Figure 1. Gate families picked out.
(4 px per µm)
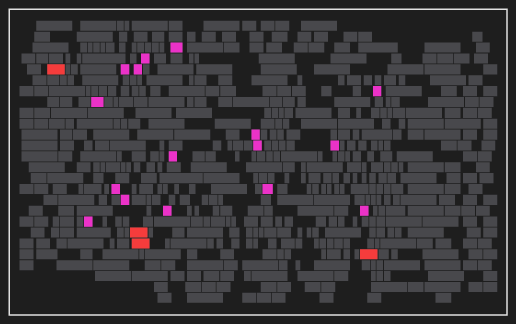
Figure 2. I/O pins on the die edge.
(4 px per µm) Pins as bars across the die edge, other pins in grey.
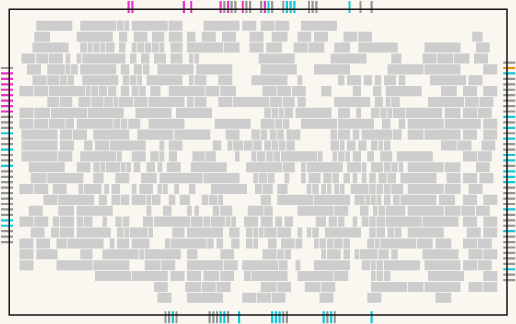
Figure 3. Placed standard cells.
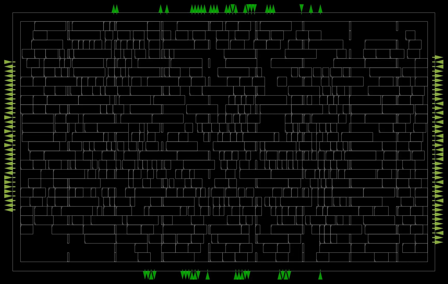
--- src/rtl/pc_sequencer_if.sv ---
// Purpose : fetch-sequencer bus bundle (hazard/redirect inputs, imem handshake, decode-side outputs).
// Ports   : master = pc_sequencer side, slave = pipeline/memory environment side.
// Notes   : purely combinational wiring, no clock inside the bundle.
interface pc_sequencer_if;
   logic        stall;
   logic        redirect_en;
   logic [31:0] redirect_addr;
   logic        imem_req;
   logic [31:0] imem_addr;
   logic        imem_ready;
   logic        fetch_valid;
   logic [31:0] fetch_pc;
   logic        flush;
   logic        misaligned;
   logic [15:0] redirect_count;

   modport master (
      input  stall, redirect_en, redirect_addr, imem_ready,
      output imem_req, imem_addr, fetch_valid, fetch_pc, flush, misaligned, redirect_count
   );

   modport slave (
      output stall, redirect_en, redirect_addr, imem_ready,
      input  imem_req, imem_addr, fetch_valid, fetch_pc, flush, misaligned, redirect_count
   );
endinterface

--- src/rtl/pc_sequencer.sv ---
// Purpose : program-counter sequencer; issues fetches, handles redirects/flush, halts on misaligned target.
// Latency : imem_req is combinational; fetch_valid/fetch_pc/flush/misaligned appear one cycle after the event.
// Backpressure: stall or a missing imem_ready holds the PC; redirects override both.
// Ports   : CLK, nRST (async active-low), bus (pc_sequencer_if.master).
module pc_sequencer #(
   parameter logic [31:0] RESET_PC     = 32'h0000_0000,
   parameter int unsigned FLUSH_CYCLES = 2
) (
   input  logic           CLK,
   input  logic           nRST,
   pc_sequencer_if.master bus
);

   typedef enum logic [1:0] {
      ST_FETCH = 2'd0,
      ST_FLUSH = 2'd1,
      ST_HALT  = 2'd2
   } state_t;

   // Counter holds the number of flush cycles still to come after the current one.
   localparam logic [2:0] FLUSH_RELOAD = 3'(FLUSH_CYCLES - 1);

   state_t      state_q, state_d;
   logic [31:0] pc_q, pc_d;
   logic        fetch_valid_q, fetch_valid_d;
   logic [31:0] fetch_pc_q, fetch_pc_d;
   logic        flush_q, flush_d;
   logic        misaligned_q, misaligned_d;
   logic [15:0] redirect_count_q, redirect_count_d;
   logic [2:0]  flush_cnt_q, flush_cnt_d;

   logic        imem_req_c;
   logic        redirect_ok;
   logic        redirect_bad;
   logic        fetch_fire;

   assign redirect_ok  = bus.redirect_en && (bus.redirect_addr[1:0] == 2'b00);
   assign redirect_bad = bus.redirect_en && (bus.redirect_addr[1:0] != 2'b00);
   assign fetch_fire   = imem_req_c && bus.imem_ready;

   // State register
   always_ff @(posedge CLK or negedge nRST) begin
      if (!nRST) begin
         state_q          <= ST_FETCH;
         pc_q             <= RESET_PC;
         fetch_valid_q    <= 1'b0;
         fetch_pc_q       <= 32'h0;
         flush_q          <= 1'b0;
         misaligned_q     <= 1'b0;
         redirect_count_q <= 16'h0;
         flush_cnt_q      <= 3'd0;
      end else begin
         state_q          <= state_d;
         pc_q             <= pc_d;
         fetch_valid_q    <= fetch_valid_d;
         fetch_pc_q       <= fetch_pc_d;
         flush_q          <= flush_d;
         misaligned_q     <= misaligned_d;
         redirect_count_q <= redirect_count_d;
         flush_cnt_q      <= flush_cnt_d;
      end
   end

   // Next-state logic
   always_comb begin
      state_d          = state_q;
      pc_d             = pc_q;
      fetch_valid_d    = 1'b0;
      fetch_pc_d       = fetch_pc_q;
      flush_d          = 1'b0;
      misaligned_d     = misaligned_q;
      redirect_count_d = redirect_count_q;
      flush_cnt_d      = flush_cnt_q;

      case (state_q)
         ST_FETCH, ST_FLUSH: begin
            // Redirects win over stall, over a same-cycle imem_ready and over an ongoing flush.
            if (redirect_bad) begin
               state_d      = ST_HALT;
               misaligned_d = 1'b1;
               flush_d      = 1'b1;
            end else if (redirect_ok) begin
               state_d     = ST_FLUSH;
               pc_d        = bus.redirect_addr;
               flush_d     = 1'b1;
               flush_cnt_d = FLUSH_RELOAD;
               if (redirect_count_q != 16'hFFFF) begin
                  redirect_count_d = redirect_count_q + 16'd1;
               end
            end else if (state_q == ST_FLUSH) begin
               // Flush drains regardless of stall.
               if (flush_cnt_q == 3'd0) begin
                  state_d = ST_FETCH;
               end else begin
                  flush_cnt_d = flush_cnt_q - 3'd1;
                  flush_d     = 1'b1;
               end
            end else if (fetch_fire) begin
               fetch_valid_d = 1'b1;
               fetch_pc_d    = pc_q;
               pc_d          = pc_q + 32'd4;   // wraps modulo 2^32
            end
         end
         ST_HALT: begin
            // Only reset leaves HALT; flush drops after its single cycle.
         end
         default: begin
            state_d = ST_FETCH;
         end
      endcase
   end

   // Output logic
   always_comb begin
      imem_req_c         = (state_q == ST_FETCH) && !bus.stall && !bus.redirect_en;
      bus.imem_req       = imem_req_c;
      bus.imem_addr      = pc_q;
      bus.fetch_valid    = fetch_valid_q;
      bus.fetch_pc       = fetch_pc_q;
      bus.flush          = flush_q;
      bus.misaligned     = misaligned_q;
      bus.redirect_count = redirect_count_q;
   end

endmodule

--- src/flat_wrapper.sv ---
// flat-port wrapper written by rule: the top's interface ports become plain ports
module pc_sequencer_flat 
#(
   parameter logic [31:0] RESET_PC     = 32'h0000_0000,
   parameter int unsigned FLUSH_CYCLES = 2
)
  (CLK, nRST, bus_stall, bus_redirect_en, bus_redirect_addr, bus_imem_ready, bus_imem_req, bus_imem_addr, bus_fetch_valid, bus_fetch_pc, bus_flush, bus_misaligned, bus_redirect_count);
  pc_sequencer_if bus_i ();
  input  logic CLK;
  input  logic nRST;
  input wire logic [$bits(bus_i.stall)-1:0] bus_stall;
  input wire logic [$bits(bus_i.redirect_en)-1:0] bus_redirect_en;
  input wire logic [$bits(bus_i.redirect_addr)-1:0] bus_redirect_addr;
  input wire logic [$bits(bus_i.imem_ready)-1:0] bus_imem_ready;
  output wire logic [$bits(bus_i.imem_req)-1:0] bus_imem_req;
  output wire logic [$bits(bus_i.imem_addr)-1:0] bus_imem_addr;
  output wire logic [$bits(bus_i.fetch_valid)-1:0] bus_fetch_valid;
  output wire logic [$bits(bus_i.fetch_pc)-1:0] bus_fetch_pc;
  output wire logic [$bits(bus_i.flush)-1:0] bus_flush;
  output wire logic [$bits(bus_i.misaligned)-1:0] bus_misaligned;
  output wire logic [$bits(bus_i.redirect_count)-1:0] bus_redirect_count;
  assign bus_i.stall = bus_stall;
  assign bus_i.redirect_en = bus_redirect_en;
  assign bus_i.redirect_addr = bus_redirect_addr;
  assign bus_i.imem_ready = bus_imem_ready;
  assign bus_imem_req = bus_i.imem_req;
  assign bus_imem_addr = bus_i.imem_addr;
  assign bus_fetch_valid = bus_i.fetch_valid;
  assign bus_fetch_pc = bus_i.fetch_pc;
  assign bus_flush = bus_i.flush;
  assign bus_misaligned = bus_i.misaligned;
  assign bus_redirect_count = bus_i.redirect_count;
  pc_sequencer #(.RESET_PC(RESET_PC), .FLUSH_CYCLES(FLUSH_CYCLES)) u_core (.CLK(CLK), .nRST(nRST), .bus(bus_i));
endmodule
--- config.mk ---
export PLATFORM = sky130hd
export DESIGN_NAME = pc_sequencer_flat
export DESIGN_NICKNAME = d
export VERILOG_FILES = /design/src/rtl/pc_sequencer_if.sv /design/src/rtl/pc_sequencer.sv /design/src/flat_wrapper.sv
export SDC_FILE = /design/constraint.sdc
export NUM_CORES = 1
export LEC_CHECK = 0
export CAP_MARGIN = 20
export CORE_ASPECT_RATIO = 0.6
export CORE_MARGIN = 2
export CORE_UTILIZATION = 50
export DETAILED_ROUTE_END_ITERATION = 6
export GPL_TIMING_DRIVEN = 0
export HOLD_SLACK_MARGIN = 0.08
export PLACE_DENSITY = 0.93
export SYNTH_ARGS = -nofsm -noshare
export SYNTH_HDL_FRONTEND = slang
export SYNTH_SLANG_ARGS = --single-unit
--- constraint.sdc ---
create_clock -name CLK -period 4.8 [get_ports CLK]
set_clock_uncertainty 0.15 [all_clocks]
set_input_delay 0.72 -clock CLK [delete_from_list [all_inputs] [get_ports CLK]]
set_output_delay 0.72 -clock CLK [all_outputs]
set_load 0.02 [all_outputs]
==> flow_summary.yaml <==
# synthesis and place-and-route metrics
status:
  status: "completed"
detailed_routing:
  wl_met3_mm: 1.44
  drt-wirelength-per-cell_um: 18.7
  wl_mm: 12.5
  num_vias: 4027
  viasPerCell: 6.02
  wl_met1_mm: 5.52
global_routing:
  grt_pass1_wl_mm: 19.9
  grt_start_max_net_pins: 55
  gr-usage-met1_pct: 38.8
  grt_use_total_pct: 27.4
timing:
  totalNegativeSetupSlack_ns: 0
  timing.hold.ws_ns: 0.180
  tightestPinTransition_ns: 0.877
logic_synthesis:
  syn_avg_cell_area_um2: 10.3
  edf_count: 0
  yosys-stat-cells: 420
  synth_cells: 420
  synthTopCellsByArea: "dfrtp_1 (51%), mux2_2 (8.1%), a21oi_1 (3.8%)"
  synth_area_mm2: 0.00432
  synth.distinct_cells: 56
  ys_area_mm2: 0.00432
  fp_nets: 461
  ff_type: "dfrtp_1"
clock_tree:
  clk_pin_slew_ns: 0.06
  cts_tree: "yes"
  cts_setup_buffers: 0
  cts-root-buf: "clkbuf_16"
  clockBufferDepth: 2
floorplanning:
  die_area_mm2: 0.00943
setup_path:
  cpLargestDelayFamily: "buffers and inverters"
  cp_common_cell: "buf_2"
  worst_setup_path_end_kind: "register"
  max_stage_delay_ns: 0.72
  rr_endpoint: "u_core.bus.fetch_pc[17]$_DFFE_PN0P_"
  ff2ff_setup_slack_ns: 2.01
  path_max_fanout: 10
  crit_cells: 6
cells_and_area:
  drive_gt1_share_pct: 11.7
  logic_area_mm2: 0.00198
  nets: 593
pwr:
  vdd_ir_drop_max_v: 0.000226
About Figure 1:
- magenta: AND and OR gates (cells 16)
- red: adder and majority cells (cells 4)
Non-Filler Instances: 669
most frequent logic cell in the layout: clkdlybuf4s50_1

About Figure 2:
- magenta: bus_redirect_count (pins 16; direction output; edge 8 left, 8 top)
- orange: nRST (pins 1; direction input; edge right)
- cyan: bus_redirect_addr (pins 32; direction input; edge 12 right, 10 bottom, 5 left, 5 top)
die width: 124 µm
die height: 76.0 µm
IO buf count: 120

About Figure 3:
Core Box Area: 0.00846 mm²
fillers: 600
Flops: 88
Tap Count: 112

[report_power, final]
group | leakage (nW) | internal, mW | switching [mW]
combinational | 1.28 | 0.224 | 0.215
clock | 0.151 | 0.472 | 0.291
sequential | 1.13 | 0.819 | 0.0910
[through the flow]
step                      setup slack (ns)  util (%)  power (mW)
final                                 1.46      71.2        2.11
after global routing                  1.34      71.2        2.20
after CTS                             1.52      71.2        2.12
after detailed placement              1.16      67.3        1.36
after global placement              -0.259      67.0        1.34
after floorplan                       2.42         -        1.11
[worst register-to-register path, delay by kind of cell, from the launching register on]
| kind | cells | cell delay (ns) |
|---|---|---|
| DFF | 1 | 0.43 |
| and+or+nand+nor | 2 | 1.06 |
| buffers and inverters | 2 | 0.66 |
| muxes | 1 | 0.38 |
[placed cells by master (no fill, tap or decap), types with 4 or more instances in the layout]
cell type        instances
o22ai_1                 15
nor2_1                  22
and3_1                   5
ha_1                     4
nor4_1                   6
clkbuf_1                13
mux2_2                  31
mux2i_1                  6
nor3_1                  12
clkdlybuf4s50_1        119
clkbuf_16                9
nand3_1                 27
buf_2                    4
or2_2                    4
o21ai_0                 18
nor2b_1                  5
nand4_1                 17
a2bb2oi_1               11
nand2_1                 31
inv_1                   15
dfrtp_1                 88
a21oi_1                 33
xor2_1                   6
or3_1                    4
[final cells by class]
cell class | instances | share of cell area (%)
Sequential cell | 88 | 36.6
Multi-Input combinational cell | 297 | 32.9
Timing Repair Buffer | 121 | 20.4
Clock buffer | 10 | 3.97
Tap cell | 112 | 2.33
Clock inverter | 6 | 1.52
Buffer | 20 | 1.39
Inverter | 15 | 0.935
No activity file was given, so power comes from the tool's default toggle rates.
